### config.mk
export PLATFORM = sky130hd
export DESIGN_NAME = river_crossing_ctrl
export DESIGN_NICKNAME = d
export VERILOG_FILES = /design/src/rtl/river_pkg.sv /design/src/rtl/crossing_timer.sv /design/src/rtl/river_crossing_ctrl.sv
export SDC_FILE = /design/constraint.sdc
export NUM_CORES = 1
export LEC_CHECK = 0
export ABC_AREA = 0
export CORE_MARGIN = 2
export CORE_UTILIZATION = 51
export DETAILED_ROUTE_END_ITERATION = 7
export PLACE_DENSITY = 0.78
export SYNTH_ARGS = -nofsm -noshare
export SYNTH_HDL_FRONTEND = slang
export SYNTH_SLANG_ARGS = --single-unit
### constraint.sdc
create_clock -name clk -period 2.1 [get_ports clk]
set_clock_uncertainty 0.1 [all_clocks]
set_input_delay 0.21 -clock clk [delete_from_list [all_inputs] [get_ports clk]]
set_output_delay 0.21 -clock clk [all_outputs]
set_load 0.02 [all_outputs]
### src/rtl/river_pkg.sv
// Shared types and constants for the river-crossing game controller.
package river_pkg;

  typedef enum logic [2:0] {
    IDLE   = 3'd0,
    MOVING = 3'd1,
    CHECK  = 3'd2,
    WON    = 3'd3,
    LOST   = 3'd4
  } state_e;

  localparam logic [1:0] SEL_NONE    = 2'b00;
  localparam logic [1:0] SEL_CABBAGE = 2'b01;
  localparam logic [1:0] SEL_GOAT    = 2'b10;
  localparam logic [1:0] SEL_WOLF    = 2'b11;

  localparam logic BANK_START = 1'b0;
  localparam logic BANK_FAR   = 1'b1;

  // Bits of {F,C,G,W} that flip when the farmer crosses with passenger s.
  function automatic logic [3:0] cross_mask(logic [1:0] s);
    logic [3:0] m;
    case (s)
      SEL_CABBAGE: m = 4'b1100;
      SEL_GOAT:    m = 4'b1010;
      SEL_WOLF:    m = 4'b1001;
      default:     m = 4'b1000;
    endcase
    return m;
  endfunction

endpackage

### src/rtl/crossing_timer.sv
// Load/decrement crossing timer; done_c is high while the count is zero.
module crossing_timer #(
  parameter int unsigned CROSS_CYCLES = 4
) (
  input  logic clk,
  input  logic rst_n,
  input  logic load,
  input  logic dec,
  output logic done_c
);

  localparam int unsigned TW = (CROSS_CYCLES > 1) ? $clog2(CROSS_CYCLES) : 1;
  localparam logic [TW-1:0] LOAD_VAL = TW'(CROSS_CYCLES - 1);

  logic [TW-1:0] cnt_q, cnt_d;

  always_comb begin
    cnt_d = cnt_q;
    if (load)                     cnt_d = LOAD_VAL;
    else if (dec && cnt_q != '0)  cnt_d = cnt_q - TW'(1);
  end

  always_ff @(posedge clk or negedge rst_n) begin
    if (!rst_n) cnt_q <= '0;
    else        cnt_q <= cnt_d;
  end

  assign done_c = (cnt_q == '0);

endmodule

### src/rtl/river_crossing_ctrl.sv
// Farmer/cabbage/goat/wolf game controller: crossings, alarm readback, win/loss.
// Define RIVER_UNDO_EN to add the one-deep undo port and history register.
module river_crossing_ctrl
  import river_pkg::*;
#(
  parameter int unsigned CROSS_CYCLES = 4,
  parameter int unsigned CNT_W        = 8
) (
  input  logic             clk,
  input  logic             rst_n,
  input  logic             move_req,
  input  logic [1:0]       sel,
  input  logic             restart,
  input  logic             ac_in,
`ifdef RIVER_UNDO_EN
  input  logic             undo,
`endif
  output logic             F,
  output logic             C,
  output logic             G,
  output logic             W,
  output logic             busy,
  output logic             reject,
  output logic             won,
  output logic             lost,
  output logic [CNT_W-1:0] move_cnt
);

  state_e           state_q, state_d;
  logic [3:0]       pos_q, pos_d;
  logic [1:0]       sel_q, sel_d;
  logic [CNT_W-1:0] cnt_q, cnt_d;
  logic             prev_q;
  logic             reject_q, reject_d;
  logic             busy_q, busy_d;
  logic             won_q, won_d;
  logic             lost_q, lost_d;
  logic             timer_load, timer_dec, timer_done;
  logic             req;
  logic [3:0]       req_mask;
  logic             req_legal;
`ifdef RIVER_UNDO_EN
  logic [3:0]       hist_q, hist_d;
  logic             hist_vld_q, hist_vld_d;
  logic             hist_inc_q, hist_inc_d;
`endif

  crossing_timer #(.CROSS_CYCLES(CROSS_CYCLES)) u_timer (
    .clk    (clk),
    .rst_n  (rst_n),
    .load   (timer_load),
    .dec    (timer_dec),
    .done_c (timer_done)
  );

  assign req       = move_req & ~prev_q;
  assign req_mask  = cross_mask(sel);
  // Passenger must be on the farmer's bank: masked bits all 0 or all 1.
  assign req_legal = ((pos_q & req_mask) == 4'b0000) || ((pos_q & req_mask) == req_mask);

  always_comb begin
    state_d    = state_q;
    pos_d      = pos_q;
    sel_d      = sel_q;
    cnt_d      = cnt_q;
    reject_d   = 1'b0;
    timer_load = 1'b0;
    timer_dec  = 1'b0;
`ifdef RIVER_UNDO_EN
    hist_d     = hist_q;
    hist_vld_d = hist_vld_q;
    hist_inc_d = hist_inc_q;
`endif
    if (restart) begin
      state_d = IDLE;
      pos_d   = {4{BANK_START}};
      cnt_d   = '0;
`ifdef RIVER_UNDO_EN
      hist_vld_d = 1'b0;
`endif
    end
`ifdef RIVER_UNDO_EN
    else if (undo) begin
      if ((state_q == IDLE || state_q == LOST) && hist_vld_q) begin
        state_d    = IDLE;
        pos_d      = hist_q;
        hist_vld_d = 1'b0;
        if (hist_inc_q) cnt_d = cnt_q - CNT_W'(1);
      end else begin
        reject_d = 1'b1;
      end
    end
`endif
    else begin
      case (state_q)
        IDLE: begin
          if (req) begin
            if (req_legal) begin
              sel_d      = sel;
              timer_load = 1'b1;
              state_d    = MOVING;
            end else begin
              reject_d = 1'b1;
            end
          end
        end
        MOVING: begin
          if (timer_done) begin
            pos_d   = pos_q ^ cross_mask(sel_q);
            state_d = CHECK;
            if (!(&cnt_q)) cnt_d = cnt_q + CNT_W'(1);
`ifdef RIVER_UNDO_EN
            hist_d     = pos_q;
            hist_vld_d = 1'b1;
            hist_inc_d = !(&cnt_q);
`endif
          end else begin
            timer_dec = 1'b1;
          end
        end
        CHECK: begin
          if (ac_in)                         state_d = LOST;
          else if (pos_q == {4{BANK_FAR}})   state_d = WON;
          else                               state_d = IDLE;
        end
        WON, LOST: ;
        default: state_d = IDLE;
      endcase
    end
    busy_d = (state_d == MOVING) || (state_d == CHECK);
    won_d  = (state_d == WON);
    lost_d = (state_d == LOST);
  end

  always_ff @(posedge clk or negedge rst_n) begin
    if (!rst_n) begin
      state_q  <= IDLE;
      pos_q    <= '0;
      sel_q    <= '0;
      cnt_q    <= '0;
      prev_q   <= 1'b0;
      reject_q <= 1'b0;
      busy_q   <= 1'b0;
      won_q    <= 1'b0;
      lost_q   <= 1'b0;
    end else begin
      state_q  <= state_d;
      pos_q    <= pos_d;
      sel_q    <= sel_d;
      cnt_q    <= cnt_d;
      prev_q   <= move_req;
      reject_q <= reject_d;
      busy_q   <= busy_d;
      won_q    <= won_d;
      lost_q   <= lost_d;
    end
  end

`ifdef RIVER_UNDO_EN
  always_ff @(posedge clk or negedge rst_n) begin
    if (!rst_n) begin
      hist_q     <= '0;
      hist_vld_q <= 1'b0;
      hist_inc_q <= 1'b0;
    end else begin
      hist_q     <= hist_d;
      hist_vld_q <= hist_vld_d;
      hist_inc_q <= hist_inc_d;
    end
  end
`endif

  assign {F, C, G, W} = pos_q;
  assign busy         = busy_q;
  assign reject       = reject_q;
  assign won          = won_q;
  assign lost         = lost_q;
  assign move_cnt     = cnt_q;

endmodule

==> images/final_clocks.png <==
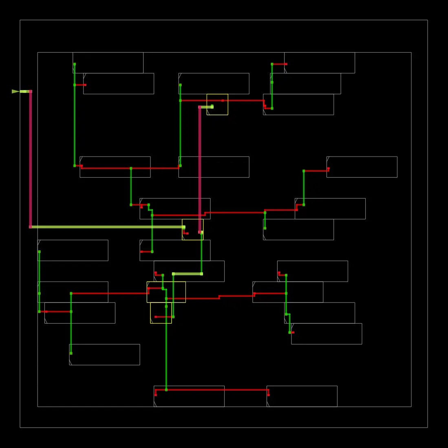
CTS Sinks: 24
CTS buffer count: 3

==> images/wire_density.png <==
Bar = 20 um. 11 x 11 tiles, from dark blue (low) to red (high), scaled to the fullest tile. Values are wire area over tile area, all layers added.
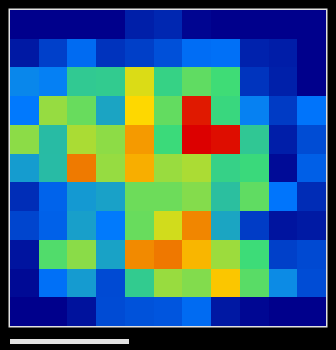
emptiest ninth of the die: top right
fullest tile: 0.42
densest ninth of the die: middle
mean over tiles: 0.14
tiles over half the peak: 31%

==> images/registers.png <==
Bar = 20 um. Other sequential cells in the stronger grey, the rest of the logic in the fainter grey.
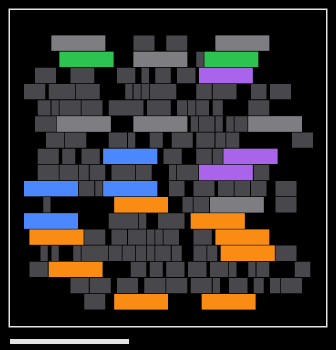
| colour | netlist name | placed flops |
|---|---|---|
| blue | pos_q | 4 |
| green | u_timer.cnt_q | 2 |
| purple | state_q | 3 |
| orange | move_cnt | 8 |
not coloured: 7

==> reports/metrics.cfg <==
[route]
drc = 0
drt_first_pass_iters = 4
vias_per_cell = 5.63
ant_nets = 0
drt_iter0_drc = 17

[finish]
insertedDiodeCount = 0
nets = 153
area_growth_pct = 24.7
drive_gt1_share_pct = 9.09

[floorplan]
die_x_um = 53.2
placementRows = 17
coreArea_um2 = 2250
die_h_um = 53.2

[logic_synthesis]
synthDistinctLibCells = 41
yosys_area_um2 = 1230
edf_count = 0
syn-instance-count = 116
postSynthAreaPerCell_um2 = 10.6
syn_area_um2 = 1230
ys_dominant_reg_cell = dfrtp_1
async_flop_share_pct = 100
ys_seq_elements = 24

[critical_path]
cp.arrival_ps = 2000
path_cells = or3b_1, or3_4, nor3_4, mux2_1
critPathKind = flop to flop
critPathLaunchType = flop
cpPeakStageDelay_ps = 410
cp_max_fo = 3
cp.required_ps = 2210
regToRegSetupSlack_ps = 220
slowest_stage = or3b_1

[sta]
max_freq_mhz = 531
rsz0062_at_grt = no
maxSlewViolCount = 0
finalCriticalPeriod_ps = 1880

[clocking]
clk_latency_ps = 310
clk_pin_slew_ps = 130
htree_levels = 1
cts_hold_buf = 0
root_buffer = clkbuf_4
tritoncts = yes

[power]
p_leak_nw = 0.655
power_density_nw_per_um2 = 622
irDropWorstVdd_mv = 0.619

[run]
drv_cap = 0

[global_routing]
grt_pass1_wl_mm = 4.34
grt_max_degree = 25
antenna_found_initial = 0
grt_pass1_vias = 951

[outcome]
status = finished clean

[worst paths after layout]
path | start | endpoint
max in group asynchronous | rst_n | move_cnt[1]
hold / removal | rst_n | state_q[2]
min in group clk | move_req | prev_q
setup / recovery | state_q[0] | sel_q[1]
setup reg to reg | state_q[0] | sel_q[1]
hold reg to reg | u_timer.cnt_q[1] | u_timer.cnt_q[1]
[final cells by class]
type	instances	area [um^2]	share of cell area (%)
sequential	24	601	39.0
multi-input combinational	84	594	38.6
timing repair buffer	27	258	16.7
clock buffer	4	36.3	2.36
tap	28	35.0	2.28
inverter	4	15.0	0.976
[registers in the layout, indices dropped and copies added (netlist names)]
register,flops
state_q,3
busy,1
sel_q,2
prev_q,1
move_cnt,8
pos_q,4
won,1
lost,1
u_timer.cnt_q,2
reject,1
[metal layers]
layer  global-route usage [%]  share of wire, %  vias to the layer above  wire [um]
li1                         -                 -                      468          -
met4                     10.3               1.7                        0         42
met2                     32.1                45                       30       1120
met3                     3.95               4.3                        6        107
met5                        0                 0                        -          0
met1                     30.7                49                      459       1220
[cell usage in the layout, fill, tap and decap left out, types with 3 or more instances in the layout]
cell and n:
nand3_1 3, mux2i_1 3, a21oi_1 6, nor2_1 14
a211oi_1 3, nand2_1 6, dfrtp_1 24, mux2_1 3
clkbuf_4 3, xnor2_1 3, nand2b_1 3, clkdlybuf4s50_1 22
buf_4 5, xor2_1 6, nand3b_1 4, inv_1 4
[metrics by stage]
stage	hold slack (ps)	setup slack (ps)	TNS, ps	cells	utilization (%)
after floorplan	-186	197	0	116	-
after global placement	408	-14.4	-24.3	167	66.6
after CTS	138	199	0	171	68.3
final	133	216	0	171	68.3
after global routing	165	141	0	171	68.3
after detailed placement	406	-92.6	-185	167	66.6
[critical path: cells and delay by family, from the launching register on]
kind | cells | cell delay, ps
multiplexers | 1 | 340
AND/OR/NAND/NOR | 3 | 940
flip-flops | 1 | 400
[where the power goes]
part / total, mW / internal (mW) / leakage, nW / switching (mW)
Sequential: 0.534 / 0.502 / 0.321 / 0.0317
Clock: 0.242 / 0.106 / 0.0210 / 0.136
Combinational: 0.182 / 0.0924 / 0.313 / 0.0898
[logic make-up (layout without fill, tap and decap cells)]
group | count (synthesis) | count (layout) | share of synthesized area [%]
flops | 24 | 24 | 48.7
mux | 6 | 6 | 5.17
compound gates | 19 | 19 | 10.2
xor+xnor | 9 | 9 | 6.39
buf+inv | 8 | 35 | 3.14
fa+ha+maj | 2 | 2 | 2.03
simple gates | 48 | 48 | 24.3
[Yosys cell counts, types with 2 or more instances]
library cell,n,area [um^2]
a211oi_1,3,22.5
a21oi_1,6,30.0
and3_1,2,12.5
clkbuf_1,2,7.51
dfrtp_1,24,601
ha_1,2,25.0
inv_1,4,15.0
mux2_1,3,33.8
mux2i_1,3,30.0
nand2_1,6,22.5
nand2b_1,3,18.8
nand3_1,3,15.0
nand3b_1,4,30.0
nand4_1,2,12.5
nor2_1,14,52.6
o21ai_0,2,10.0
or3b_1,2,17.5
xnor2_1,3,26.3
xor2_1,6,52.6
No activity file was given, so power comes from the tool's default toggle rates.
